--- src/rtl/irq_ctrl.sv ---
// irq_ctrl: platform interrupt controller with level/edge gateways, priority arbitration and claim/complete.
//   i_clk/i_rst_n          clock, synchronous active-low reset
//   i_irq_src              raw interrupt sources
//   i_cfg_we/addr/wdata    config write: addr<N_SRC priority, N_SRC enable mask, N_SRC+1 threshold
//   o_cfg_rdata            combinational readback of i_cfg_addr (unmapped reads 0)
//   i_claim/o_claim_vld/o_claim_id   claim pulse and registered response (ID 0 = none)
//   i_complete/i_complete_id         completion pulse releasing an in-service source
//   o_pending/o_irq        pending bits and registered interrupt request
//   IRQ_SYNC_EN defined: sources pass a 2-flop synchroniser before the gateway.
module irq_ctrl #(
   parameter int               N_SRC     = 8,
   parameter int               PRIO_W    = 3,
   parameter logic [N_SRC-1:0] EDGE_MASK = '0,
   parameter int               ID_W      = $clog2(N_SRC + 1)
) (
   input  logic              i_clk,
   input  logic              i_rst_n,
   input  logic [N_SRC-1:0]  i_irq_src,
   input  logic              i_cfg_we,
   input  logic [4:0]        i_cfg_addr,
   input  logic [31:0]       i_cfg_wdata,
   output logic [31:0]       o_cfg_rdata,
   input  logic              i_claim,
   output logic              o_claim_vld,
   output logic [ID_W-1:0]   o_claim_id,
   input  logic              i_complete,
   input  logic [ID_W-1:0]   i_complete_id,
   output logic [N_SRC-1:0]  o_pending,
   output logic              o_irq
);
   logic [PRIO_W-1:0] r_prio [N_SRC];
   logic [N_SRC-1:0]  r_en, r_pend, r_ins, r_src_q;
   logic [PRIO_W-1:0] r_thr;
   logic              r_irq, r_claim_vld;
   logic [ID_W-1:0]   r_claim_id;
   logic [N_SRC-1:0]  w_src, w_set, w_elig, w_win_oh, w_cmp_oh, w_clr;
   logic [ID_W-1:0]   w_win_id;
   logic [PRIO_W-1:0] w_best;
   logic              w_unused;

`ifdef IRQ_SYNC_EN
   logic [N_SRC-1:0] r_sync1, r_sync2;
   always_ff @(posedge i_clk) begin
      if (!i_rst_n) begin
         r_sync1 <= '0;
         r_sync2 <= '0;
      end else begin
         r_sync1 <= i_irq_src;
         r_sync2 <= r_sync1;
      end
   end
   assign w_src = r_sync2;
`else
   assign w_src = i_irq_src;
`endif

   assign w_unused = &{1'b0, i_cfg_wdata};
   // Gateway: sources already in service cannot re-pend until completed.
   assign w_set = ((w_src & ~r_src_q & EDGE_MASK) | (w_src & ~EDGE_MASK)) & ~r_ins;
   assign w_clr = i_claim ? w_win_oh : '0;

   always_comb begin
      w_best   = '0;
      w_win_id = '0;
      w_win_oh = '0;
      w_cmp_oh = '0;
      w_elig   = '0;
      o_cfg_rdata = '0;
      for (int n = 0; n < N_SRC; n++) begin
         w_elig[n] = r_pend[n] & r_en[n] & ~r_ins[n] & (r_prio[n] > r_thr);
         // Strictly-greater keeps the lowest index on priority ties.
         if (w_elig[n] && r_prio[n] > w_best) begin
            w_best   = r_prio[n];
            w_win_id = ID_W'(n + 1);
            w_win_oh = '0;
            w_win_oh[n] = 1'b1;
         end
         if (i_complete && i_complete_id == ID_W'(n + 1)) w_cmp_oh[n] = 1'b1;
         if (i_cfg_addr == 5'(n)) o_cfg_rdata = 32'(r_prio[n]);
      end
      if (i_cfg_addr == 5'(N_SRC)) o_cfg_rdata = 32'(r_en);
      if (i_cfg_addr == 5'(N_SRC + 1)) o_cfg_rdata = 32'(r_thr);
   end

   always_ff @(posedge i_clk) begin
      if (!i_rst_n) begin
         for (int n = 0; n < N_SRC; n++) r_prio[n] <= '0;
         r_en        <= '0;
         r_thr       <= '0;
         r_pend      <= '0;
         r_ins       <= '0;
         r_src_q     <= '0;
         r_irq       <= 1'b0;
         r_claim_vld <= 1'b0;
         r_claim_id  <= '0;
      end else begin
         if (i_cfg_we) begin
            for (int n = 0; n < N_SRC; n++)
               if (i_cfg_addr == 5'(n)) r_prio[n] <= i_cfg_wdata[PRIO_W-1:0];
            if (i_cfg_addr == 5'(N_SRC)) r_en <= i_cfg_wdata[N_SRC-1:0];
            if (i_cfg_addr == 5'(N_SRC + 1)) r_thr <= i_cfg_wdata[PRIO_W-1:0];
         end
         r_src_q     <= w_src;
         r_pend      <= (r_pend & ~w_clr) | w_set;
         r_ins       <= (r_ins & ~w_cmp_oh) | w_clr;
         r_irq       <= |w_elig;
         r_claim_vld <= i_claim;
         r_claim_id  <= i_claim ? w_win_id : '0;
      end
   end

   assign o_pending   = r_pend;
   assign o_irq       = r_irq;
   assign o_claim_vld = r_claim_vld;
   assign o_claim_id  = r_claim_id;
endmodule

--- config.mk ---
export PLATFORM = sky130hd
export DESIGN_NAME = irq_ctrl
export DESIGN_NICKNAME = d
export VERILOG_FILES = /design/src/rtl/irq_ctrl.sv
export SDC_FILE = /design/constraint.sdc
export NUM_CORES = 1
export LEC_CHECK = 0
export ABC_AREA = 1
export CAP_MARGIN = 20
export CORE_ASPECT_RATIO = 1.1
export CORE_MARGIN = 3
export CORE_UTILIZATION = 43
export DETAILED_ROUTE_END_ITERATION = 8
export GPL_TIMING_DRIVEN = 0
export HOLD_SLACK_MARGIN = 0.1
export PLACE_DENSITY = 0.71
export SETUP_SLACK_MARGIN = 0.15
export SLEW_MARGIN = 20
export SYNTH_ARGS = -nofsm -noshare
export SYNTH_HDL_FRONTEND = slang
export SYNTH_SLANG_ARGS = --single-unit
--- constraint.sdc ---
create_clock -name i_clk -period 11.6 [get_ports i_clk]
set_input_delay 3.48 -clock i_clk [delete_from_list [all_inputs] [get_ports i_clk]]
set_output_delay 3.48 -clock i_clk [all_outputs]
set_load 0.01 [all_outputs]
### Met2 routing

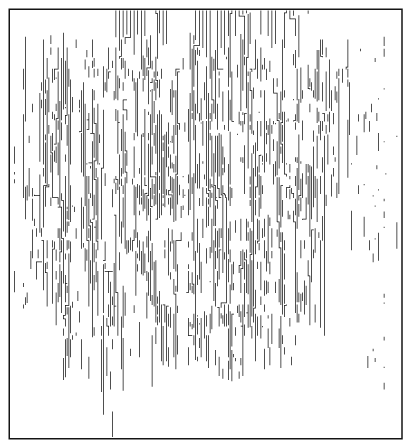
main direction: vertical
wire length on this layer: 5280 µm
via count: 3887
routed wire length: 10.99 mm
GRT met2 Usage: 33.83%

### Cell area per tile

Bar = 20 µm. 10 x 11 tiles, from dark blue (low) to red (high), 0 to 100% covered.
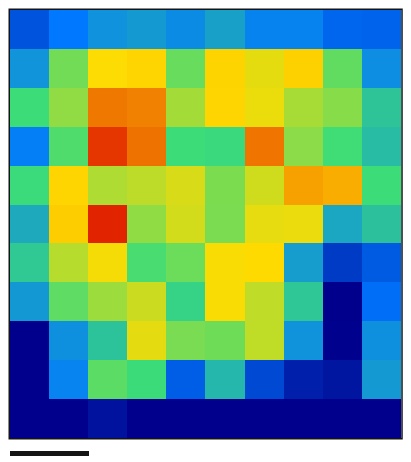
fullest tile: 96%
mean over tiles: 46%
nearly empty tiles: 12%
tiles over 75% full: 14%
emptiest ninth of the die: bottom right
core area: 9099 µm²
post-layout util: 56.02%
FP Core Util: 45.30%

==> impl_metrics.json <==
{
  "outcome": "completed",
  "cts_tree": "done",
  "lay_top_count": "nand2_1",
  "numCtsBuffers": 9,
  "clock_sinks": 57,
  "synth_warnings": 0,
  "layout_top_cells": "nand2_1 (101), inv_1 (70), nor2_1 (67)",
  "slowest_delay_ps": 430,
  "finalCritPeriodShare_pct": 91.52,
  "fmax_mhz": 94.20,
  "dp.cells": 735,
  "ys_seq_elements": 57,
  "synth-async-reset-ratio_pct": 0,
  "crit_type": "reg -> reg",
  "r2r_cells": 60,
  "ant_nets": 0,
  "yosysSeqAreaShare_pct": 33.52,
  "post-cts-setup-buffer-count": 0,
  "worst_pin_slew_ps": 558.3,
  "drive_gt1_share_pct": 12.87,
  "reg2reg_slack_ps": 980,
  "area_growth_pct": 23.68,
  "die_y_um": 108.7,
  "cp.arrival_ps": 10850,
  "hpwl_mm": 8.812,
  "regToRegStartpoint": "r_thr[2]",
  "syn_avg_cell_area_um2": 7.535,
  "stdcell_area_um2": 5097,
  "rsz0062_at_grt": "no",
  "place_area_um2": 4856,
  "syn_inst": 547,
  "drc": 0,
  "whs_path_depth": 2,
  "cts.clk_slew.worst_paths_ps": 90,
  "combGateArea_um2": 2338,
  "firstDrtPassIters": 6,
  "n_fill_cell": 857,
  "critPathLaunchType": "register",
  "hold_start": "r_ins[2]",
  "chipArea_um2": 10800,
  "finalSetupViolations": 0,
  "min_to": "r_ins[2]",
  "drv_slew": 0,
  "routabilityCongestion": 0.8655,
  "synth_top_cell_by_area": "edfxtp_1",
  "cts-root-buf": "clkbuf_8",
  "viasPerCell": 5.176,
  "vdd_ir_drop_max_mv": 0.09396,
  "grt_pass1_wl_mm": 17.51,
  "hold_path_class": "reg -> reg",
  "netlist_area_um2": 4121,
  "finClkSkew_ps": 20.67,
  "required_ps": 11840,
  "clockBufferDepth": 2,
  "r2r-end": "o_pending[5]",
  "yosys_area_um2": 4121,
  "rows": 36,
  "cap_violations": 0,
  "ys_cells": 547,
  "final_cell_count_no_fill": 751,
  "port_buffers": 50,
  "nets": 726,
  "antenna_cells": 0,
  "end_kind": "register",
  "routedWlPerCell_um": 14.63,
  "grt_pass1_vias": 3678,
  "ctsResizeCount": 0,
  "ff_type": "dfxtp_1",
  "yosys.area.top_type_share_pct": 17.49,
  "finalCriticalPeriod_ps": 10620,
  "cpMostUsedCell": "nand2_1",
  "total_power_w": 0.0005307,
  "ctsHoldBuffers": 0,
  "max_slew_margin_pct": 62.44,
  "critical_path.slowest_cell": "nor4_1",
  "setup_tns_ps": 0,
  "edf_count": 24,
  "seq_area_um2": 1381,
  "hold_violations": 0,
  "antenna_found_initial": 0,
  "leakagePower_nw": 2.284,
  "powerDensity_nw_per_um2": 104.1,
  "worst-path-max-fanout": 10,
  "die_x_um": 99.35
}
### M4 wires

Cells faint in the background.
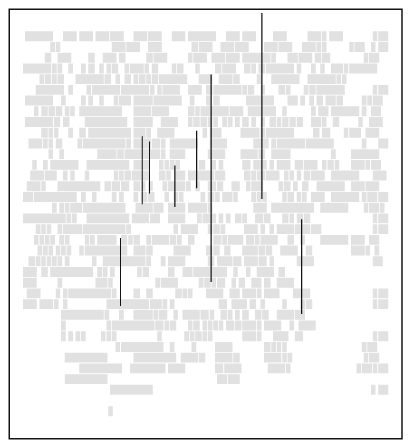
longest straight run: 52.4 µm
share of all routed wire: 1.8%

### Routing congestion map

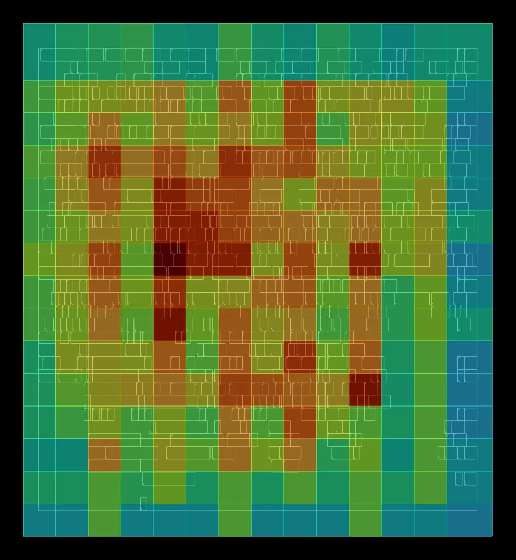
GR met1 Demand/Resource: 27.32%
All-Layer GR Usage: 20.65%

## cells in the mapped netlist (4+ instances only)
cell and number:
a21oi_1 41, inv_1 70, nor2_1 67, edfxtp_1 24, nor2_4 4, o31ai_1 5
nand4_1 5, nand2_1 101, buf_4 24, nand2_4 4, clkbuf_1 4, a211oi_1 5
ha_1 40, nand3_1 30, nand3_2 12, dfxtp_1 33, o21ai_0 27, nand2_2 8
## worst max-delay path by stage
stage | startpoint | endpoint | cells after the start
after detailed placement | r_thr[2] | o_pending[5] | 61
after floorplan | r_thr[2] | o_pending[5] | 61
after CTS | r_thr[2] | o_pending[5] | 61
after global placement | r_thr[2] | o_pending[5] | 59
final | r_thr[2] | o_pending[5] | 60
after global routing | r_thr[2] | o_pending[2] | 62
## critical path: cells and delay by family (launching register included)
family | cells | cell delay [ps]
adders and majority gates | 8 | 2520
DFF | 1 | 310
AOI/OAI and AO/OA | 13 | 2530
and+or+nand+nor | 31 | 3830
buffers and inverters | 8 | 1260
## logic make-up after synthesis
group,share of synthesized area [%]
other,0.09099
buffers and inverters,11.84
AND-OR/OR-AND,14.27
adder cells (fa/ha/maj),12.14
flip-flops,33.52
AND/OR/NAND/NOR,28.14
## power breakdown
group | switching, W | internal, W | total [W]
combinational | 0.0000452 | 0.0000372 | 0.0000825
clock | 0.0000943 | 0.000128 | 0.000222
sequential | 0.00000865 | 0.000217 | 0.000226
## through the flow
stage	worst slack, ps	utilization [%]
4_1_cts	1107	56.02
6_report	984.2	56.02
5_1_grt	176.0	56.02
2_1_floorplan	2490	-
3_3_place_gp	1111	53.31
3_5_place_dp	1270	53.37
## flip-flops by register name, summed over array words and instances (netlist names)
register	cells
o_claim_id	4
r_en	8
r_thr	3
o_claim_vld	1
o_pending	8
r_prio	24
r_ins	8
o_irq	1
## layer usage
metal	share of wire, %	track usage, %
met1	45	27.32
met2	48	33.83
met3	5.1	3.839
met4	1.8	7.415
met5	0	0
## layout make-up
class	instances	share of cell area, %
plain buffers	30	4.124
clock buffers	11	3.412
clock inverters	5	1.325
inverters	74	5.449
multi-input cells	409	45.88
flip-flops and latches	57	27.10
well taps	114	2.798
repair buffers	51	9.917
No activity file was given, so power comes from the tool's default toggle rates.
